### Clock wires, drivers and flops

Scale: 4 px per um.
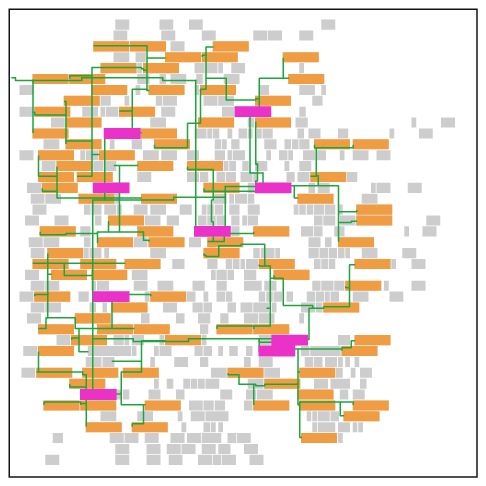
### PDN straps and rails

Scale: 3 px per um. Pins as bars on the die edge.
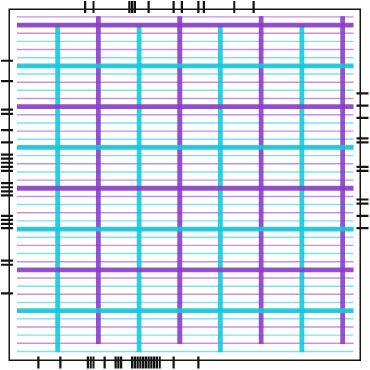
### Cells colored by class

Scale: 4 px per um. Fill, decap, tap and diode cells in gray.
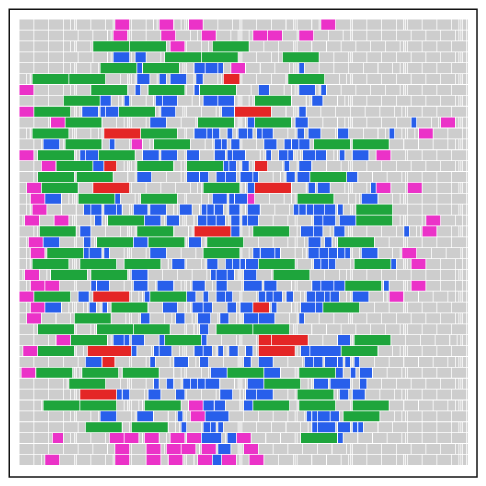
### Sequential cells colored by netlist name

Scale: 4 px per um. Other sequential cells in the stronger gray, the rest of the logic in the fainter gray.
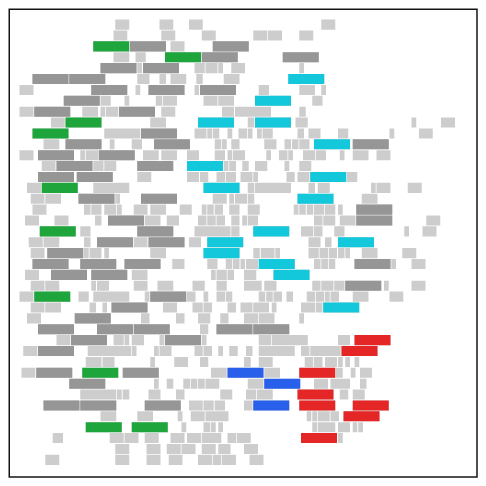
### Congestion heat map

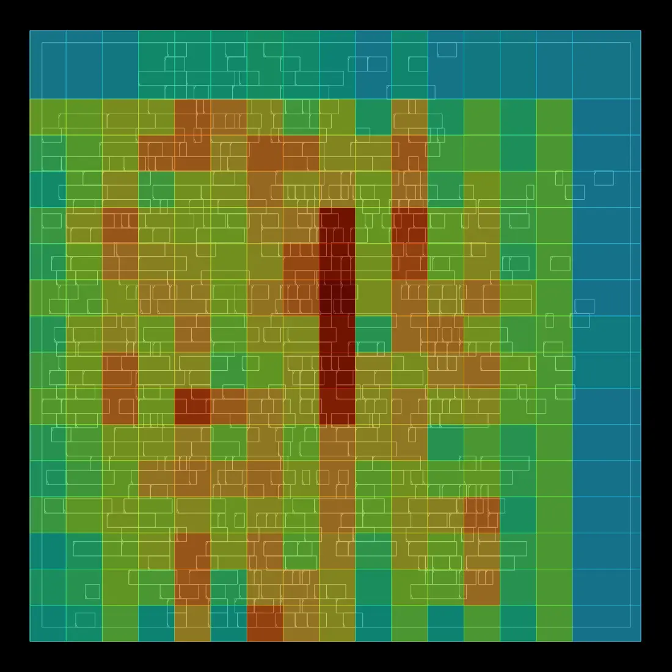
--- src/rtl/mmio_io_ctrl_pkg.sv ---
// Shared definitions for the memory-mapped I/O block.
// Holds the bus command encodings, the register addresses and the T_CTRL
// bit positions. The CPU and the top-level address decode import these too.
package mmio_io_ctrl_pkg;

   typedef enum logic [1:0] {
      MNONE  = 2'b00,
      MWRITE = 2'b01,
      MREAD  = 2'b10
   } mem_cmd_e;

   localparam logic [8:0] ADDR_LED     = 9'h100;
   localparam logic [8:0] ADDR_SW      = 9'h140;
   localparam logic [8:0] ADDR_SW_EDGE = 9'h141;
   localparam logic [8:0] ADDR_T_COUNT = 9'h180;
   localparam logic [8:0] ADDR_T_CMP   = 9'h181;
   localparam logic [8:0] ADDR_T_CTRL  = 9'h182;
   localparam logic [8:0] ADDR_T_STAT  = 9'h183;

   localparam int CTRL_EN       = 0;
   localparam int CTRL_AUTO_CLR = 1;
   localparam int CTRL_IRQ_EN   = 2;

endpackage

--- src/rtl/mmio_io_ctrl_sw_sync_edge.sv ---
// Switch input conditioning.
// Two-flop synchronizer followed by a previous-value flop; a rise pulse is
// produced for one cycle on every 0->1 transition of the synchronized value.
// Ports:
//   clk     - system clock
//   reset   - asynchronous active-low reset
//   sw      - raw asynchronous switch inputs
//   sw_sync - synchronized switch value (second flop)
//   sw_rise - one-cycle rising-edge pulses, one bit per switch
module sw_sync_edge #(
   parameter int W = 10
) (
   input  logic         clk,
   input  logic         reset,
   input  logic [W-1:0] sw,
   output logic [W-1:0] sw_sync,
   output logic [W-1:0] sw_rise
);

   logic [W-1:0] sync_1;
   logic [W-1:0] sync_2;
   logic [W-1:0] sync_prev;

   always_ff @(posedge clk or negedge reset) begin
      if (!reset) begin
         sync_1    <= '0;
         sync_2    <= '0;
         sync_prev <= '0;
      end else begin
         sync_1    <= sw;
         sync_2    <= sync_1;
         sync_prev <= sync_2;
      end
   end

   assign sw_sync = sync_2;
   assign sw_rise = sync_2 & ~sync_prev;

endmodule

--- src/rtl/mmio_io_ctrl.sv ---
// Memory-mapped I/O controller on the CPU data bus.
// Registered LED output, synchronized switches with sticky edge flags, and a
// prescaled 16-bit timer with compare match and interrupt.
// Ports:
//   clk       - system clock
//   reset     - asynchronous active-low reset
//   mem_addr  - CPU bus address (9 bits)
//   mem_cmd   - bus command (none / write / read)
//   wdata     - CPU write data
//   sw        - raw switch inputs
//   read_data - combinational read data, zero when rd_hit is low
//   rd_hit    - a read is addressing one of this block's registers
//   led       - LED register
//   timer_irq - match flag gated by irq enable
module mmio_io_ctrl
   import mmio_io_ctrl_pkg::*;
#(
   parameter int PRESCALE = 4,
   parameter int SW_W     = 10,
   parameter int LED_W    = 10
) (
   input  logic             clk,
   input  logic             reset,
   input  logic [8:0]       mem_addr,
   input  logic [1:0]       mem_cmd,
   input  logic [15:0]      wdata,
   input  logic [SW_W-1:0]  sw,
   output logic [15:0]      read_data,
   output logic             rd_hit,
   output logic [LED_W-1:0] led,
   output logic             timer_irq
);

   localparam logic [7:0] PSC_TC = 8'(PRESCALE - 1);

   logic [LED_W-1:0] led_q;
   logic [SW_W-1:0]  sw_sync;
   logic [SW_W-1:0]  sw_rise;
   logic [SW_W-1:0]  sw_edge;
   logic [SW_W-1:0]  sw_edge_clr;
   logic [15:0]      t_count;
   logic [15:0]      t_cmp;
   logic [2:0]       t_ctrl;
   logic             match_flag;
   logic [7:0]       psc;
   logic             tick;
   logic             match;
   logic             set_flag;
   logic             wr;
   logic             we_led, we_swe, we_cnt, we_cmp, we_ctrl, we_stat;

   sw_sync_edge #(.W(SW_W)) u_sw_sync_edge (
      .clk     (clk),
      .reset   (reset),
      .sw      (sw),
      .sw_sync (sw_sync),
      .sw_rise (sw_rise)
   );

   assign wr      = (mem_cmd == MWRITE);
   assign we_led  = wr && (mem_addr == ADDR_LED);
   assign we_swe  = wr && (mem_addr == ADDR_SW_EDGE);
   assign we_cnt  = wr && (mem_addr == ADDR_T_COUNT);
   assign we_cmp  = wr && (mem_addr == ADDR_T_CMP);
   assign we_ctrl = wr && (mem_addr == ADDR_T_CTRL);
   assign we_stat = wr && (mem_addr == ADDR_T_STAT);

   assign tick  = t_ctrl[CTRL_EN] && (psc == PSC_TC);
   assign match = (t_count == t_cmp);
   // A CPU write to the count owns that cycle, so no match is evaluated.
   assign set_flag    = tick && !we_cnt && match;
   assign sw_edge_clr = we_swe ? wdata[SW_W-1:0] : '0;

   always_ff @(posedge clk or negedge reset) begin
      if (!reset) begin
         led_q      <= '0;
         sw_edge    <= '0;
         t_count    <= '0;
         t_cmp      <= '0;
         t_ctrl     <= '0;
         match_flag <= 1'b0;
         psc        <= '0;
      end else begin
         if (we_led)  led_q  <= wdata[LED_W-1:0];
         if (we_cmp)  t_cmp  <= wdata;
         if (we_ctrl) t_ctrl <= wdata[2:0];

         // New edges are OR-ed in after the clear so a same-cycle set wins.
         sw_edge <= (sw_edge & ~sw_edge_clr) | sw_rise;

         if (!t_ctrl[CTRL_EN] || tick) psc <= '0;
         else                          psc <= psc + 8'd1;

         if (we_cnt)
            t_count <= wdata;
         else if (tick)
            t_count <= (match && t_ctrl[CTRL_AUTO_CLR]) ? 16'h0000 : t_count + 16'd1;

         match_flag <= set_flag | (match_flag & ~(we_stat & wdata[0]));
      end
   end

   always_comb begin
      read_data = 16'h0000;
      rd_hit    = 1'b0;
      if (mem_cmd == MREAD) begin
         rd_hit = 1'b1;
         case (mem_addr)
            ADDR_LED:     read_data = 16'(led_q);
            ADDR_SW:      read_data = 16'(sw_sync);
            ADDR_SW_EDGE: read_data = 16'(sw_edge);
            ADDR_T_COUNT: read_data = t_count;
            ADDR_T_CMP:   read_data = t_cmp;
            ADDR_T_CTRL:  read_data = {13'h0000, t_ctrl};
            ADDR_T_STAT:  read_data = {15'h0000, match_flag};
            default:      rd_hit    = 1'b0;
         endcase
      end
   end

   assign led       = led_q;
   assign timer_irq = match_flag & t_ctrl[CTRL_IRQ_EN];

endmodule

--- config.mk ---
export PLATFORM = sky130hd
export DESIGN_NAME = mmio_io_ctrl
export DESIGN_NICKNAME = d
export VERILOG_FILES = /design/src/rtl/mmio_io_ctrl_pkg.sv /design/src/rtl/mmio_io_ctrl_sw_sync_edge.sv /design/src/rtl/mmio_io_ctrl.sv
export SDC_FILE = /design/constraint.sdc
export NUM_CORES = 1
export LEC_CHECK = 0
export CAP_MARGIN = 30
export CORE_MARGIN = 2
export CORE_UTILIZATION = 35
export CTS_CLUSTER_DIAMETER = 80
export DETAILED_ROUTE_END_ITERATION = 8
export SLEW_MARGIN = 20
export SYNTH_ARGS = -nofsm -noshare
export SYNTH_HDL_FRONTEND = slang
export SYNTH_SLANG_ARGS = --single-unit
export TNS_END_PERCENT = 10
--- constraint.sdc ---
create_clock -name clk -period 9.1 [get_ports clk]
set_clock_uncertainty 0.05 [all_clocks]
set_input_delay 2.73 -clock clk [delete_from_list [all_inputs] [get_ports clk]]
set_output_delay 2.73 -clock clk [all_outputs]
set_load 0.005 [all_outputs]
==> impl_metrics.py <==
# Synthesis and PnR figures
metrics = {
    "sta": {
        "grt_setup_unrepaired": "no",
        "maxSlewHeadroom": 0.475,
        "fmax_ghz": 0.118,
        "final.period_utilization": 0.930,
    },
    "placed_design": {
        "port_buffers": 66,
        "place.gp.congestion": 0.826,
        "pre_cts_ws_ns": 0.692,
    },
    "cts": {
        "cts_resized": 0,
        "clock_sinks": 94,
        "post-cts-setup-buffers": 0,
        "cts_buffers": 9,
    },
    "synth": {
        "ys_sh_adder": 0.00564,
        "compound_area_frac": 0.137,
        "ys_top_cells_by_count": "dfrtp_1 (94), nand2_1 (33), mux2_2 (30), nor2_1 (26), xnor2_1 (20)",
    },
    "worst_setup_path": {
        "path_depth": 7,
        "required_ns": 6.32,
        "critPathSlowestCell": "and2_1",
        "critPathMaxFanout": 16,
        "worst_setup_path_end_kind": "output pin",
        "r2r_slack_ns": 6.48,
        "crit_chain": "clkdlybuf4s50_1 -> or4b_4 -> nor3_4 -> and2_1 -> a222oi_1 -> a21oi_1 -> clkdlybuf4s50_1",
        "path_common_cell": "clkdlybuf4s50_1",
        "max_stage_delay_ns": 0.64,
    },
    "pwr": {
        "power.density_mw_per_mm2": 158,
    },
    "drt": {
        "routed.top_layer": "met4",
        "via_per_inst": 5.35,
        "drc_errors": 0,
        "vias": 3411,
        "m1WireLength_um": 5110,
    },
    "run_status": {
        "status": "completed",
    },
    "hold_path": {
        "worstHoldPathCells": 0,
    },
    "finish": {
        "flop-count": 94,
        "inverters": 12,
        "clock_area_frac": 0.0565,
    },
    "floorplan": {
        "rows": 41,
    },
}
## Picture notes: 'Clock wires, drivers and flops'
- magenta: clock-net drivers (count 9)
- green: clock wires (length 1180 um)
- orange: flip-flops (count 94)
- flops lie: widely spread
- routed clock nets: 10
Clock group: 0.000396 W
Clock Power Share: 0.452
clk_lat worst skew: 0.35 ns

## Picture notes: 'PDN straps and rails'
- cyan: VSS
- purple: VDD
- met5 straps: 8
- rows: 41
- met1 rails: 42
- met4 straps: 8

## Picture notes: 'Cells colored by class'
- blue: remaining logic cells (cells 288; share of their area 37%)
- red: clock drivers and dummy loads (cells 16; share of their area 5.9%)
- magenta: remaining buffers and delay cells (cells 68; share of their area 13%)
- green: registers (cells 94; share of their area 44%)
Core Area: 0.0125 mm^2
sequential cell area share: 0.425
fin util: 0.442
post-route cell area: 0.00554 mm^2

## Picture notes: 'Sequential cells colored by netlist name'
- blue: t_ctrl (placed flops 3)
- green: led (placed flops 10)
- red: psc (placed flops 8)
- cyan: t_count (placed flops 16)
- not colored: 57
Flop+latch power: 0.000434 W
area occupied by registers: 0.00235 mm^2

## Picture notes: 'Congestion heat map'
Total GRT Usage: 0.175
layer with the highest usage: met2

==> registers in the layout (all words and copies together) (netlist names) <==
| name | flops |
|---|---|
| t_cmp | 16 |
| t_ctrl | 3 |
| sw_edge | 10 |
| led | 10 |
| u_sw_sync_edge.sync_1 | 10 |
| match_flag | 1 |
| u_sw_sync_edge.sw_sync | 10 |
| u_sw_sync_edge.sync_prev | 10 |
| t_count | 16 |
| psc | 8 |
==> worst max-delay path by stage <==
stage / to / slack (ns) / startpoint
floorplan: read_data[7] / 1.96 / mem_addr[3]
global placement: read_data[0] / 0.71 / mem_addr[3]
detailed placement: read_data[0] / 0.69 / mem_addr[3]
CTS: read_data[6] / 0.65 / mem_addr[3]
global route: read_data[0] / 0.41 / mem_addr[3]
finish: read_data[6] / 0.64 / mem_addr[3]
No activity file was given, so power comes from the tool's default toggle rates.
